**Run 1: signal wires on met2**

Scale: 1 px per um.
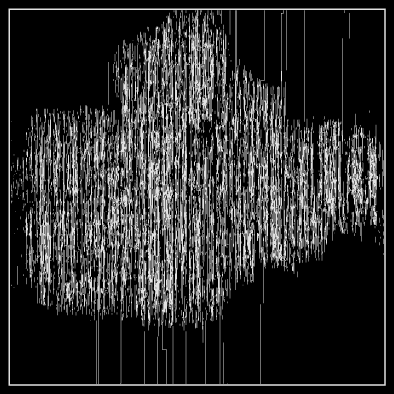
**Run 1: sequential cells grouped by signal name**

Scale: 1 px per um. Other sequential cells in the stronger gray, the rest of the logic in the fainter gray.
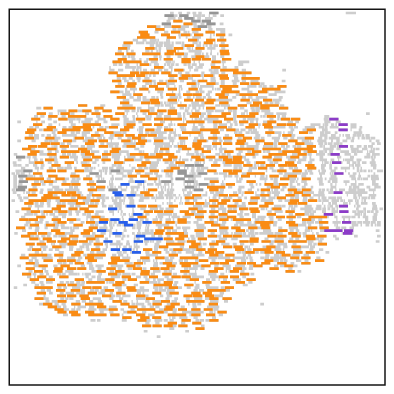
**Run 1: routing congestion**

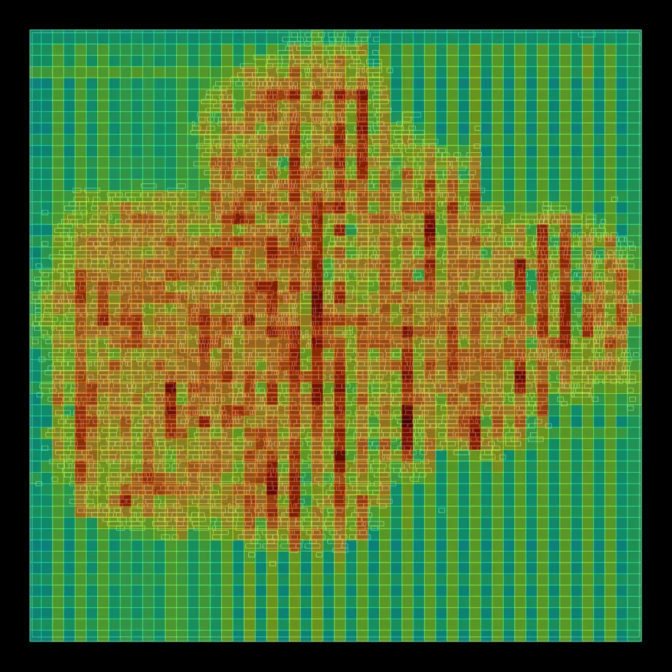
**Run 1: close-up of the layout**

Region (175, 175) to (200, 200) um. Cells in gray, sequential cells in the stronger gray; small squares are vias.
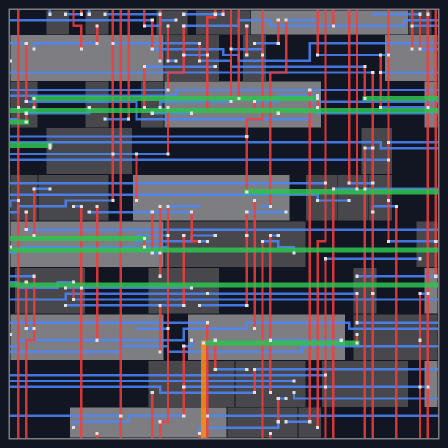
<file path="config.mk">
export PLATFORM = sky130hd
export DESIGN_NAME = segway_stim_seq
export DESIGN_NICKNAME = d
export VERILOG_FILES = /design/src/rtl/segway_stim_pkg.sv /design/src/rtl/segway_stim_seq_lean_ramp.sv /design/src/rtl/segway_stim_seq.sv
export SDC_FILE = /design/constraint.sdc
export NUM_CORES = 1
export LEC_CHECK = 0
export CAP_MARGIN = 0
export CORE_UTILIZATION = 30
export CTS_BUF_LIST = sky130_fd_sc_hd__clkbuf_8
export DETAILED_ROUTE_END_ITERATION = 10
export GPL_TIMING_DRIVEN = 0
export SETUP_SLACK_MARGIN = 0.1
export SLEW_MARGIN = 20
export SYNTH_ARGS = -nofsm -noshare
export SYNTH_HDL_FRONTEND = slang
export SYNTH_SLANG_ARGS = --single-unit
</file>
<file path="constraint.sdc">
create_clock -name clk -period 9.19 [get_ports clk]
set_input_delay 1.838 -clock clk [delete_from_list [all_inputs] [get_ports clk]]
set_output_delay 1.838 -clock clk [all_outputs]
set_load 0.01 [all_outputs]
</file>
<file path="src/rtl/segway_stim_pkg.sv">
// Shared types for the Segway stimulus sequencer: FSM states, script step record, command codes.
// Step fields are held at a fixed 32-bit container width, so LEAN_W and GAP_W must not exceed 32.
package segway_stim_pkg;

  localparam int STIM_VAL_W = 32;

  localparam logic [7:0] CMD_GO   = 8'h47;
  localparam logic [7:0] CMD_STOP = 8'h53;

  typedef enum logic [2:0] {
    ST_IDLE,
    ST_SEND,
    ST_WAIT_TX,
    ST_RAMP,
    ST_HOLD,
    ST_FIN
  } stim_state_e;

  typedef struct packed {
    logic                  has_cmd;
    logic [7:0]            cmd;
    logic [STIM_VAL_W-1:0] lean;
    logic [STIM_VAL_W-1:0] gap;
  } stim_step_t;

endpackage

</file>
<file path="src/rtl/segway_stim_seq_lean_ramp.sv">
// Rate-limited lean generator: moves lean toward target by at most RAMP_STEP every RAMP_DIV clocks.
// at_target_o looks at the next lean value so the sequencer leaves RAMP on the edge the target lands.
module lean_ramp #(
  parameter int          LEAN_W    = 16,
  parameter int unsigned RAMP_STEP = 16'h0010,
  parameter int          RAMP_DIV  = 256
) (
  input  logic              clk,
  input  logic              rst_n,
  input  logic              en_i,
  input  logic [LEAN_W-1:0] target_i,
  output logic [LEAN_W-1:0] lean_o,
  output logic              at_target_o
);

  localparam int              CW   = (RAMP_DIV > 1) ? $clog2(RAMP_DIV) : 1;
  localparam logic [LEAN_W:0] STEP = (LEAN_W+1)'(RAMP_STEP);

  logic [CW-1:0]       div_q;
  logic [LEAN_W-1:0]   lean_q, lean_d;
  logic                div_wrap, tick;
  logic signed [LEAN_W:0] diff;
  logic [LEAN_W:0]     mag;

  assign div_wrap = (div_q == CW'(RAMP_DIV - 1));
  assign tick     = en_i && ((RAMP_STEP == 0) || div_wrap);

  // One extra bit keeps the signed difference exact, so the step never wraps or overshoots.
  always_comb begin
    diff   = $signed({target_i[LEAN_W-1], target_i}) - $signed({lean_q[LEAN_W-1], lean_q});
    mag    = diff[LEAN_W] ? (~diff + 1'b1) : diff;
    lean_d = lean_q;
    if (tick) begin
      if ((RAMP_STEP == 0) || (mag <= STEP)) lean_d = target_i;
      else if (diff[LEAN_W])                 lean_d = lean_q - LEAN_W'(RAMP_STEP);
      else                                   lean_d = lean_q + LEAN_W'(RAMP_STEP);
    end
  end

  assign at_target_o = (lean_d == target_i);
  assign lean_o      = lean_q;

  always_ff @(posedge clk or negedge rst_n) begin
    if (!rst_n) begin
      div_q  <= '0;
      lean_q <= '0;
    end else begin
      div_q  <= (en_i && !div_wrap) ? div_q + 1'b1 : '0;
      lean_q <= lean_d;
    end
  end

endmodule

</file>
<file path="src/rtl/segway_stim_seq.sv">
// Script-driven rider stimulus: per step, optionally send a UART command byte, ramp rider_lean
// to the step target, then hold for the programmed gap before moving on (optionally looping).
module segway_stim_seq import segway_stim_pkg::*; #(
  parameter int          NUM_STEPS = 16,
  parameter int          LEAN_W    = 16,
  parameter int          GAP_W     = 24,
  parameter int unsigned RAMP_STEP = 16'h0010,
  parameter int          RAMP_DIV  = 256
) (
  input  logic                         clk,
  input  logic                         rst_n,
  input  logic                         wr_en,
  input  logic [$clog2(NUM_STEPS)-1:0] wr_addr,
  input  logic                         wr_has_cmd,
  input  logic [7:0]                   wr_cmd,
  input  logic [LEAN_W-1:0]            wr_lean,
  input  logic [GAP_W-1:0]             wr_gap,
  input  logic [$clog2(NUM_STEPS)-1:0] last_idx,
  input  logic                         loop,
  input  logic                         start,
  input  logic                         abort,
  input  logic                         tx_done,
  output logic                         trmt,
  output logic [7:0]                   tx_data,
  output logic [LEAN_W-1:0]            rider_lean,
  output logic [$clog2(NUM_STEPS)-1:0] step_idx,
  output logic                         busy,
  output logic                         done
);

  localparam int AW = $clog2(NUM_STEPS);

  stim_step_t        script_q [NUM_STEPS];
  stim_state_e       state_q;
  logic [AW-1:0]     step_q, last_q, nxt_idx;
  logic              loop_q;
  logic [GAP_W-1:0]  gap_q;
  logic              trmt_q, busy_q, done_q;
  logic [7:0]        tx_data_q;
  logic              ramp_en, at_target;

  // Step that the next SEND will execute: 0 on start or wrap, otherwise the successor.
  assign nxt_idx = (state_q == ST_IDLE || step_q >= last_q) ? '0 : step_q + 1'b1;
  assign ramp_en = (state_q == ST_RAMP) && !abort;

  lean_ramp #(
    .LEAN_W   (LEAN_W),
    .RAMP_STEP(RAMP_STEP),
    .RAMP_DIV (RAMP_DIV)
  ) u_ramp (
    .clk        (clk),
    .rst_n      (rst_n),
    .en_i       (ramp_en),
    .target_i   (script_q[step_q].lean[LEAN_W-1:0]),
    .lean_o     (rider_lean),
    .at_target_o(at_target)
  );

  always_ff @(posedge clk or negedge rst_n) begin
    if (!rst_n) begin
      state_q   <= ST_IDLE;
      step_q    <= '0;
      last_q    <= '0;
      loop_q    <= 1'b0;
      gap_q     <= '0;
      trmt_q    <= 1'b0;
      tx_data_q <= '0;
      busy_q    <= 1'b0;
      done_q    <= 1'b0;
      for (int i = 0; i < NUM_STEPS; i++) script_q[i] <= '0;
    end else begin
      trmt_q <= 1'b0;
      done_q <= 1'b0;
      if (state_q == ST_IDLE && wr_en && int'(wr_addr) < NUM_STEPS)
        script_q[wr_addr] <= '{has_cmd: wr_has_cmd, cmd: wr_cmd,
                               lean: STIM_VAL_W'(wr_lean), gap: STIM_VAL_W'(wr_gap)};
      if (abort) begin
        state_q <= ST_IDLE;
        busy_q  <= 1'b0;
      end else begin
        case (state_q)
          ST_IDLE: if (start) begin
            step_q  <= '0;
            last_q  <= (int'(last_idx) > NUM_STEPS - 1) ? AW'(NUM_STEPS - 1) : last_idx;
            loop_q  <= loop;
            busy_q  <= 1'b1;
            state_q <= ST_SEND;
            // trmt is launched on entry so it is high during the SEND cycle itself.
            trmt_q  <= script_q[nxt_idx].has_cmd;
            if (script_q[nxt_idx].has_cmd) tx_data_q <= script_q[nxt_idx].cmd;
          end
          ST_SEND:    state_q <= script_q[step_q].has_cmd ? ST_WAIT_TX : ST_RAMP;
          ST_WAIT_TX: if (tx_done) state_q <= ST_RAMP;
          ST_RAMP: if (at_target) begin
            gap_q   <= script_q[step_q].gap[GAP_W-1:0];
            state_q <= ST_HOLD;
          end
          ST_HOLD: begin
            if (gap_q != '0) begin
              gap_q <= gap_q - 1'b1;
            end else if (step_q < last_q || loop_q) begin
              step_q  <= nxt_idx;
              state_q <= ST_SEND;
              trmt_q  <= script_q[nxt_idx].has_cmd;
              if (script_q[nxt_idx].has_cmd) tx_data_q <= script_q[nxt_idx].cmd;
            end else begin
              state_q <= ST_FIN;
              done_q  <= 1'b1;
            end
          end
          ST_FIN: begin
            state_q <= ST_IDLE;
            busy_q  <= 1'b0;
          end
          default: begin
            state_q <= ST_IDLE;
            busy_q  <= 1'b0;
          end
        endcase
      end
    end
  end

  assign trmt     = trmt_q;
  assign tx_data  = tx_data_q;
  assign step_idx = step_q;
  assign busy     = busy_q;
  assign done     = done_q;

endmodule

</file>
==> results.rst, run 1 <==
Metrics
=======

.. list-table::
   :header-rows: 1

   * - Metric
     - Value
   * - Run status
     - finished clean
   * - Largest net degree at the start of global routing
     - 143
   * - WL met1
     - 56,900 um
   * - Total routing usage reported by global routing
     - 18.0%
   * - Per-instance average area after synthesis
     - 13.2 um^2
   * - Max Slew Vio Count
     - 0
   * - Length of the first detailed-routing pass in iterations
     - 7
   * - Reg-to-reg startpoint
     - step_idx[2]$_DFFE_PN0P_
   * - Clock-pin slew reported for the worst setup and hold paths after clock tree synthesis
     - 0.06 ns
   * - Number of gates on the worst path with buffers counted
     - 28
   * - Leading cell types in the layout, fill and taps excluded
     - sky130_fd_sc_hd__dfrtp_1 (854), sky130_fd_sc_hd__mux2_2 (792), sky130_fd_sc_hd__clkbuf_8 (191)
   * - Clock power frac
     - 33.0%
   * - Unrepaired setup endpoints after global routing
     - false
   * - Register containing the most flip-flops in the final layout
     - script_q
   * - Cell Area, Synth
     - 41,600 um^2
   * - Initial antenna violation count
     - 12
   * - Post-synthesis share of cell area spent on and-or and or-and gates
     - 7.16%
   * - Static leakage power
     - 20.5 nW
   * - Critical path arrival
     - 9.19 ns
   * - Comb/total area
     - 39.4%
   * - R2R Path End
     - gap_q[22]$_DFFE_PN0P_
   * - Min cycle time layout
     - 8.48 ns
   * - Power attributed to sequential cells
     - 5.13 mW
   * - Net switching power
     - 3.22 mW
   * - Power drawn by the combinational cells
     - 2.39 mW
   * - Maximum vdd ir drop
     - 0.138 mV
   * - Cell total in the yosys stat output
     - 3,154
   * - Pre-CTS WS
     - -0.380 ns
   * - Min-Delay Endpoint
     - u_ramp.div_q[0]$_DFF_PN0_
   * - Placeable core region
     - 137,000 um^2
   * - Tightest Pin Transition
     - 1.24 ns
   * - Part of the Yosys area used for sequential elements
     - 51.5%
   * - Routed length on met2
     - 58,300 um
   * - Minimum setup slack in the final design
     - 0.705 ns
   * - Clock tree from TritonCTS
     - done
   * - Fraction of met1 tracks used by global routing
     - 24.9%
   * - Setup TNS Final
     - 0 ns
   * - Switch share
     - 28.7%
   * - Fmax
     - 0.118 GHz
   * - Layout cells sized above 1
     - 34.7%
   * - Tally of yosys warning messages
     - 0
   * - Asr flop ratio synth
     - 100%
   * - Detailed placement HPWL
     - 84,300 um
   * - Number of cell rows
     - 136
   * - Relative contribution of sequential cells to total power
     - 45.7%
   * - Clock sink count
     - 855
   * - Final worst clock skew
     - 0.0779 ns
   * - Multiplexer area fraction after synthesis
     - 31.2%
   * - Instance count of the mapped netlist
     - 3,154
   * - Logic Gate Count
     - 2,005
   * - Register fraction of the total cell area
     - 44.3%
   * - CP bufs+invs
     - 7
   * - Worst reg2reg path depth
     - 28
   * - Area figure in the yosys stat output
     - 41,600 um^2
   * - Worst hold start
     - u_ramp.div_q[0]$_DFF_PN0_
   * - Non-clock buffers, area share
     - 4.74%
   * - Setup slack of the worst register-to-register path
     - 0.71 ns
   * - Post-DR vias/cell
     - 5.33
   * - Biggest area cells
     - sky130_fd_sc_hd__dfrtp_1 (51%), sky130_fd_sc_hd__mux2_2 (21%), sky130_fd_sc_hd__mux4_2 (6.1%), sky130_fd_sc_hd__mux2i_1 (3.4%), sky130_fd_sc_hd__clkbuf_1 (1.7%)
   * - Power dissipated in the clock network
     - 3.71 mW
## Picture notes: 'signal wires on met2'
main direction: vertical
longest straight run: 111 um
WL final: 127,000 um
vias after detailed routing: 28,378
GR Util met2: 28.2%

## Picture notes: 'sequential cells grouped by signal name'
| netlist name | color | sequential cells |
|---|---|---|
| `script_q` | orange | 784 |
| `u_ramp.lean_o` | purple | 16 |
| `gap_q` | blue | 24 |
Seq. cell area: 21,400 um^2
fraction of the core area covered by cells at the end of the flow: 35.1%

## Picture notes: 'routing congestion'
wire length per cell: 23.8 um
met3 usage: 4.12%

## Picture notes: 'close-up of the layout'
| layer | color |
|---|---|
| met1 | blue |
| met4 | orange |
| met2 | red |
| met3 | green |
sequential cells in the window: 8
cells with their middle in the window: 36
netlist names of flops here include: `script_q` (5), `u_ramp.div_q` (3)
most frequent: dfrtp_1 (8)

==> run 2, diff against run 1 <==
--- a/config.mk
+++ b/config.mk
@@ -6,9 +6,11 @@
 export NUM_CORES = 1
 export LEC_CHECK = 0
 export CAP_MARGIN = 0
+export CORE_ASPECT_RATIO = 1.4
 export CORE_UTILIZATION = 30
 export CTS_BUF_LIST = sky130_fd_sc_hd__clkbuf_8
 export DETAILED_ROUTE_END_ITERATION = 10
+export GPL_ROUTABILITY_DRIVEN = 0
 export GPL_TIMING_DRIVEN = 0
 export SETUP_SLACK_MARGIN = 0.1
 export SLEW_MARGIN = 20
**Run 2: close-up of the layout**

Region (146, 209) to (171, 234) um. Cells in gray, sequential cells in the stronger gray; small squares are vias.
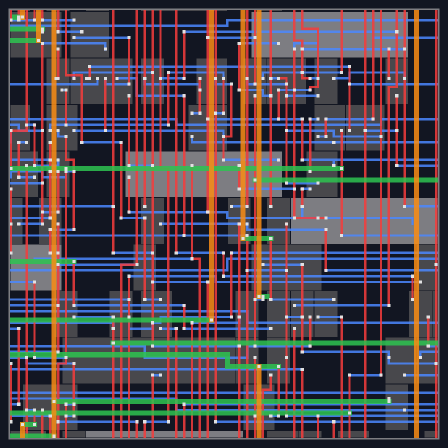
| layer | color |
|---|---|
| met2 | red |
| met4 | orange |
| met1 | blue |
| met3 | green |
sequential cells in the window: 3
cells with their middle in the window: 43
netlist names of flops here include: `state_q` (2), `gap_q` (1)
most frequent: clkbuf_1 (12)

==> run 2 against run 1 <==
Compared with the run above: synthesized cell count did not move; wire length rose by 0.49%; setup slack got worse by 0.14 ns; hold slack got worse by 0.0037 ns; clock skew fell by 0.039 ns; power fell by 3.5%; cell area fell by 0.96%; core utilization fell by 0.36 points; critical path type unchanged; largest power group unchanged.
==> results.rst, run 2 <==
Metrics
=======

.. list-table::
   :header-rows: 1

   * - Metric
     - Value
   * - Layout cells sized above 1
     - 34.1% (-0.60 points)
   * - Hold WC Path Type
     - flip-flop to flip-flop
   * - Asr flop ratio synth
     - 100% (unchanged)
   * - Biggest area cells
     - sky130_fd_sc_hd__dfrtp_1 (51%), sky130_fd_sc_hd__mux2_2 (21%), sky130_fd_sc_hd__mux4_2 (6.1%), sky130_fd_sc_hd__mux2i_1 (3.4%), sky130_fd_sc_hd__clkbuf_1 (1.7%)
   * - Minimum setup slack in the final design
     - 0.562 ns (-0.143 ns)
   * - Critical path arrival
     - 9.34 ns (+0.15 ns)
   * - Cell Area, Synth
     - 41,600 um^2 (unchanged)
   * - Final worst clock skew
     - 0.0392 ns (-0.0387 ns)
   * - Buffer count from post-CTS setup fixing
     - 0
   * - Power attributed to sequential cells
     - 5.12 mW (about the same)
   * - Static leakage power
     - 20.2 nW (-1.4%)
   * - Fraction of the core area covered by cells at the end of the flow
     - 34.7% (-0.36 points)
   * - Reg-to-reg startpoint
     - step_idx[3]$_DFFE_PN0P_
   * - Setup TNS Final
     - 0 ns (unchanged)
   * - Unrepaired setup endpoints after global routing
     - false
   * - Maximum vdd ir drop
     - 0.113 mV (-18%)
   * - Fraction of met1 tracks used by global routing
     - 22.0% (-2.9 points)
   * - Max Slew Vio Count
     - 0 (unchanged)
   * - Dominant kind of combinational cell
     - multiplexers
   * - Run status
     - finished clean
   * - Min-Delay Endpoint
     - u_ramp.div_q[0]$_DFF_PN0_
   * - Area taken by multi-input logic gates
     - 19,000 um^2
   * - Worst reg2reg path depth
     - 26 (-7.1%)
   * - Power consumption
     - 10.8 mW
   * - Total routing usage reported by global routing
     - 18.2% (+0.23 points)
   * - Multiplexer area fraction after synthesis
     - 31.2% (unchanged)
   * - Min cycle time layout
     - 8.63 ns (+0.143 ns)
   * - Logic Gate Count
     - 2,005 (unchanged)
   * - Register fraction of the total cell area
     - 44.8% (+0.43 points)
   * - Non-clock buffers, area share
     - 4.76% (+0.020 points)
   * - Length of the first detailed-routing pass in iterations
     - 7 (unchanged)
   * - Part of the Yosys area used for sequential elements
     - 51.5% (unchanged)
   * - Comb/total area
     - 39.7% (+0.36 points)
   * - GR Util met2
     - 31.4% (+3.2 points)
   * - CP bufs+invs
     - 7 (unchanged)
   * - Seq. cell area
     - 21,400 um^2 (about the same)
   * - Placeable core region
     - 138,000 um^2 (about the same)
   * - Relative contribution of sequential cells to total power
     - 47.2% (+1.5 points)
   * - Number of gates on the worst path with buffers counted
     - 26 (-7.1%)
   * - Clock tree from TritonCTS
     - done
   * - Largest net degree at the start of global routing
     - 141 (-1.4%)
   * - Power dissipated in the clock network
     - 3.32 mW (-11%)
   * - Worst hold start
     - u_ramp.div_q[0]$_DFF_PN0_
   * - Instance count of the mapped netlist
     - 3,154 (unchanged)
   * - Wire length per cell
     - 24.1 um (+1.1%)
   * - Pre-CTS WS
     - -0.539 ns (-0.159 ns)
   * - Cell total in the yosys stat output
     - 3,154 (unchanged)
   * - Hold-fix buffer count after cts
     - 0
   * - Register containing the most flip-flops in the final layout
     - script_q
   * - Clock-pin slew reported for the worst setup and hold paths after clock tree synthesis
     - 0.06 ns (about the same)
   * - Detailed placement HPWL
     - 87,100 um (+3.3%)
   * - Area figure in the yosys stat output
     - 41,600 um^2 (unchanged)
   * - Number of cell rows
     - 161 (+18%)
   * - Fmax
     - 0.116 GHz (-1.7%)
   * - Post-DR vias/cell
     - 5.32 (-0.18%)
   * - Per-instance average area after synthesis
     - 13.2 um^2 (unchanged)
   * - Routed length on met2
     - 64,500 um (+11%)
   * - Tightest Pin Transition
     - 1.26 ns (+0.0202 ns)
   * - Clock sink count
     - 855 (unchanged)
   * - WL final
     - 127,000 um (+0.49%)
   * - R2R Path End
     - gap_q[6]$_DFFE_PN0P_
   * - Leading cell types in the layout, fill and taps excluded
     - sky130_fd_sc_hd__dfrtp_1 (855), sky130_fd_sc_hd__mux2_2 (792), sky130_fd_sc_hd__clkbuf_1 (173)
   * - Clock power frac
     - 30.6% (-2.4 points)
   * - Net switching power
     - 3.11 mW (-3.4%)
   * - Initial standard-cell utilization of the core
     - 30.2%
   * - Initial antenna violation count
     - 16 (+4)
   * - Setup slack of the worst register-to-register path
     - 0.56 ns (-0.14 ns)
   * - Power drawn by the combinational cells
     - 2.40 mW (about the same)
   * - Post-synthesis share of cell area spent on and-or and or-and gates
     - 7.16% (unchanged)
   * - Switch share
     - 28.7% (about the same)
   * - Met3 usage
     - 3.89% (-0.23 points)
==> run 3, diff against run 2 <==
--- a/config.mk
+++ b/config.mk
@@ -11,7 +11,6 @@
 export CTS_BUF_LIST = sky130_fd_sc_hd__clkbuf_8
 export DETAILED_ROUTE_END_ITERATION = 10
 export GPL_ROUTABILITY_DRIVEN = 0
-export GPL_TIMING_DRIVEN = 0
 export SETUP_SLACK_MARGIN = 0.1
 export SLEW_MARGIN = 20
 export SYNTH_ARGS = -nofsm -noshare
==> run 3 against run 2 <==
Compared with the run above: register-to-register slack gained 0.66 ns; clock skew grew 0.0040 ns; synthesized cell count stayed put; largest cell class unchanged.
==> results.rst, run 3 <==
Metrics
=======

.. list-table::
   :header-rows: 1

   * - Metric
     - Value
   * - Logic Gate Count
     - 2,005 (unchanged)
   * - Min cycle time layout
     - 7.97 ns (-0.662 ns)
   * - Initial standard-cell utilization of the core
     - 30.2% (unchanged)
   * - Hold-fix buffer count after cts
     - 0 (unchanged)
   * - Capture point of the critical path
     - gap_q[2]$_DFFE_PN0P_
   * - Layer carrying the most global-route usage
     - met2
   * - Reg-to-reg startpoint
     - step_idx[0]$_DFFE_PN0P_
   * - Minimum setup slack in the final design
     - 1.22 ns (+0.662 ns)
   * - R2R Path End
     - gap_q[2]$_DFFE_PN0P_
   * - CP bufs+invs
     - 3 (-4)
   * - IO Count
     - 95
   * - Power dissipated in the clock network
     - 3.23 mW (-3%)
   * - Max-Cap Viols
     - 0
   * - Met3 routed WL
     - 5590 um
   * - Run status
     - finished clean
   * - Combinational power share
     - 21.8%
   * - DRC violation count after routing
     - 0
   * - Leading cell types in the layout, fill and taps excluded
     - sky130_fd_sc_hd__dfrtp_1 (851), sky130_fd_sc_hd__mux2_2 (792), sky130_fd_sc_hd__clkbuf_8 (173)
   * - GR Util met2
     - 27.3% (-4.0 points)
   * - Routed length on met2
     - 56,300 um (-13%)
   * - Asr flop ratio synth
     - 100% (unchanged)
   * - Detailed placement HPWL
     - 65,300 um (-25%)
   * - Post-Synth Adder-Cell Area
     - 1.12%
   * - Cell total in the yosys stat output
     - 3,154 (unchanged)
   * - Max Slew Vio Count
     - 0 (unchanged)
   * - Crit. End Element
     - flip-flop
   * - Fraction of met1 tracks used by global routing
     - 20.5% (-1.5 points)
   * - Worst reg2reg path depth
     - 24 (-7.7%)
   * - Final worst clock skew
     - 0.0432 ns (+0.00399 ns)
   * - Initial antenna violation count
     - 19 (+3)
   * - Power drawn by the combinational cells
     - 2.32 mW (-3%)
   * - Net switching power
     - 3.01 mW (-3.2%)
   * - Setup slack of the worst register-to-register path
     - 1.22 ns (+0.66 ns)
   * - Length of the first detailed-routing pass in iterations
     - 6 (-1)
   * - Setup TNS Final
     - 0 ns (unchanged)
   * - Number of DRC markers after the initial detailed-route iteration
     - 1,702
   * - Maximum vdd ir drop
     - 0.136 mV (+20%)
   * - Area figure in the yosys stat output
     - 41,600 um^2 (unchanged)
   * - Clock-pin slew reported for the worst setup and hold paths after clock tree synthesis
     - 0.07 ns (about the same)
   * - Hold WC Path Type
     - flip-flop to flip-flop
   * - Part of the Yosys area used for sequential elements
     - 51.5% (unchanged)
   * - Finished Cell Area
     - 47,100 um^2
   * - Cell Area, Synth
     - 41,600 um^2 (unchanged)
   * - Post-synthesis share of cell area spent on and-or and or-and gates
     - 7.16% (unchanged)
   * - Per-instance average area after synthesis
     - 13.2 um^2 (unchanged)
   * - Unrepaired setup endpoints after global routing
     - false
   * - Area taken by multi-input logic gates
     - 19,100 um^2 (+0.76%)
   * - Register containing the most flip-flops in the final layout
     - script_q
   * - Fmax
     - 0.126 GHz (+8.3%)
   * - Most frequently used flop master after synthesis
     - sky130_fd_sc_hd__dfrtp_1
   * - Clock power frac
     - 30.3% (-0.3 points)
   * - Relative contribution of sequential cells to total power
     - 47.9% (+0.7 points)
   * - Dominant kind of combinational cell
     - multiplexers
   * - Power group with the highest consumption
     - sequential cells
   * - Pre-CTS WS
     - 1.14 ns (+1.68 ns)
   * - Inverters
     - 41
   * - Type of the worst setup path
     - flip-flop to flip-flop
   * - Worst hold start
     - tx_data[0]$_DFFE_PN0P_
   * - Die footprint
     - 140,000 um^2
   * - Met3 usage
     - 3.26% (-0.64 points)
   * - WL final
     - 113,000 um (-12%)
   * - Min-Delay Endpoint
     - tx_data[0]$_DFFE_PN0P_
   * - FF+latch count
     - 855
   * - Buffer count from post-CTS setup fixing
     - 0 (unchanged)
   * - Syn_nets
     - 3,254
   * - Tightest Pin Transition
     - 1.16 ns (-0.0987 ns)
   * - Placeable core region
     - 138,000 um^2 (unchanged)
   * - Power consumption
     - 10.7 mW (-1.5%)
   * - Total routing usage reported by global routing
     - 16.1% (-2.1 points)
   * - Comb/total area
     - 40.6% (+0.90 points)
   * - Clock sink count
     - 855 (unchanged)
   * - WP data required
     - 9.88 ns
   * - Worst-path fanout max
     - 52
   * - Wire length per cell
     - 22.2 um (-7.8%)
   * - Biggest area cells
     - sky130_fd_sc_hd__dfrtp_1 (51%), sky130_fd_sc_hd__mux2_2 (21%), sky130_fd_sc_hd__mux4_2 (6.1%), sky130_fd_sc_hd__mux2i_1 (3.4%), sky130_fd_sc_hd__clkbuf_1 (1.7%)
   * - Non-clock buffers, area share
     - 3.11% (-1.7 points)
   * - Number of cell rows
     - 161 (unchanged)
   * - Static leakage power
     - 20.0 nW (-1.1%)
   * - Cell at the slowest stage of the critical path
     - sky130_fd_sc_hd__dfrtp_4
   * - Layout cells sized above 1
     - 36.8% (+2.7 points)
   * - Largest net degree at the start of global routing
     - 177 (+26%)
   * - Post-DR vias/cell
     - 5.26 (-1.2%)
   * - Clock tree from TritonCTS
     - done
   * - Tally of yosys warning messages
     - 0
   * - Instance count of the mapped netlist
     - 3,154 (unchanged)
   * - Switch share
     - 28.2% (-0.49 points)
   * - Critical path arrival
     - 8.65 ns (-0.69 ns)
   * - Multiplexer area fraction after synthesis
     - 31.2% (unchanged)
   * - Placement-stage cell area
     - 44,400 um^2
   * - Cell-by-cell trace of the critical path
     - buf_4 > mux2i_1 > a221oi_1 > o21ai_0 > nand2_1 > inv_1 > fa_1 > nand2b_1 > a21o_1 > a211oi_1 > o21ai_2 > buf_4 > ha_1 > nor4_1 > nor4b_1 > a2111oi_0 > nor3_1 > xnor2_1 > nand2_1 > xnor2_1 > or4_1 > o32ai_2 > o21bai_4 > a221o_1
   * - Number of gates on the worst path with buffers counted
     - 24 (-7.7%)
**Run 3: sequential cells grouped by signal name**

Scale: 1 px per um. Other sequential cells in the stronger gray, the rest of the logic in the fainter gray.
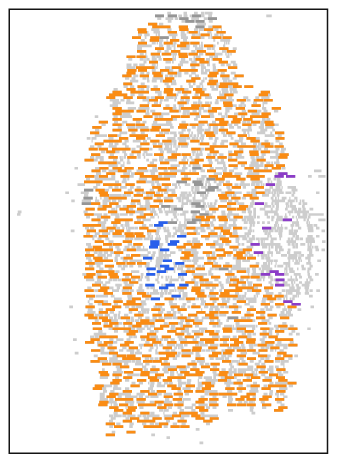
| netlist name | color | sequential cells |
|---|---|---|
| `gap_q` | blue | 24 |
| `u_ramp.lean_o` | purple | 16 |
| `script_q` | orange | 784 |
not colored: 31
fraction of the core area covered by cells at the end of the flow: 34.2%
register fraction of the total cell area: 45.5%
Seq. cell area: 21,400 um^2
power attributed to sequential cells: 5.12 mW

Power is estimated from default activity; no workload was simulated.
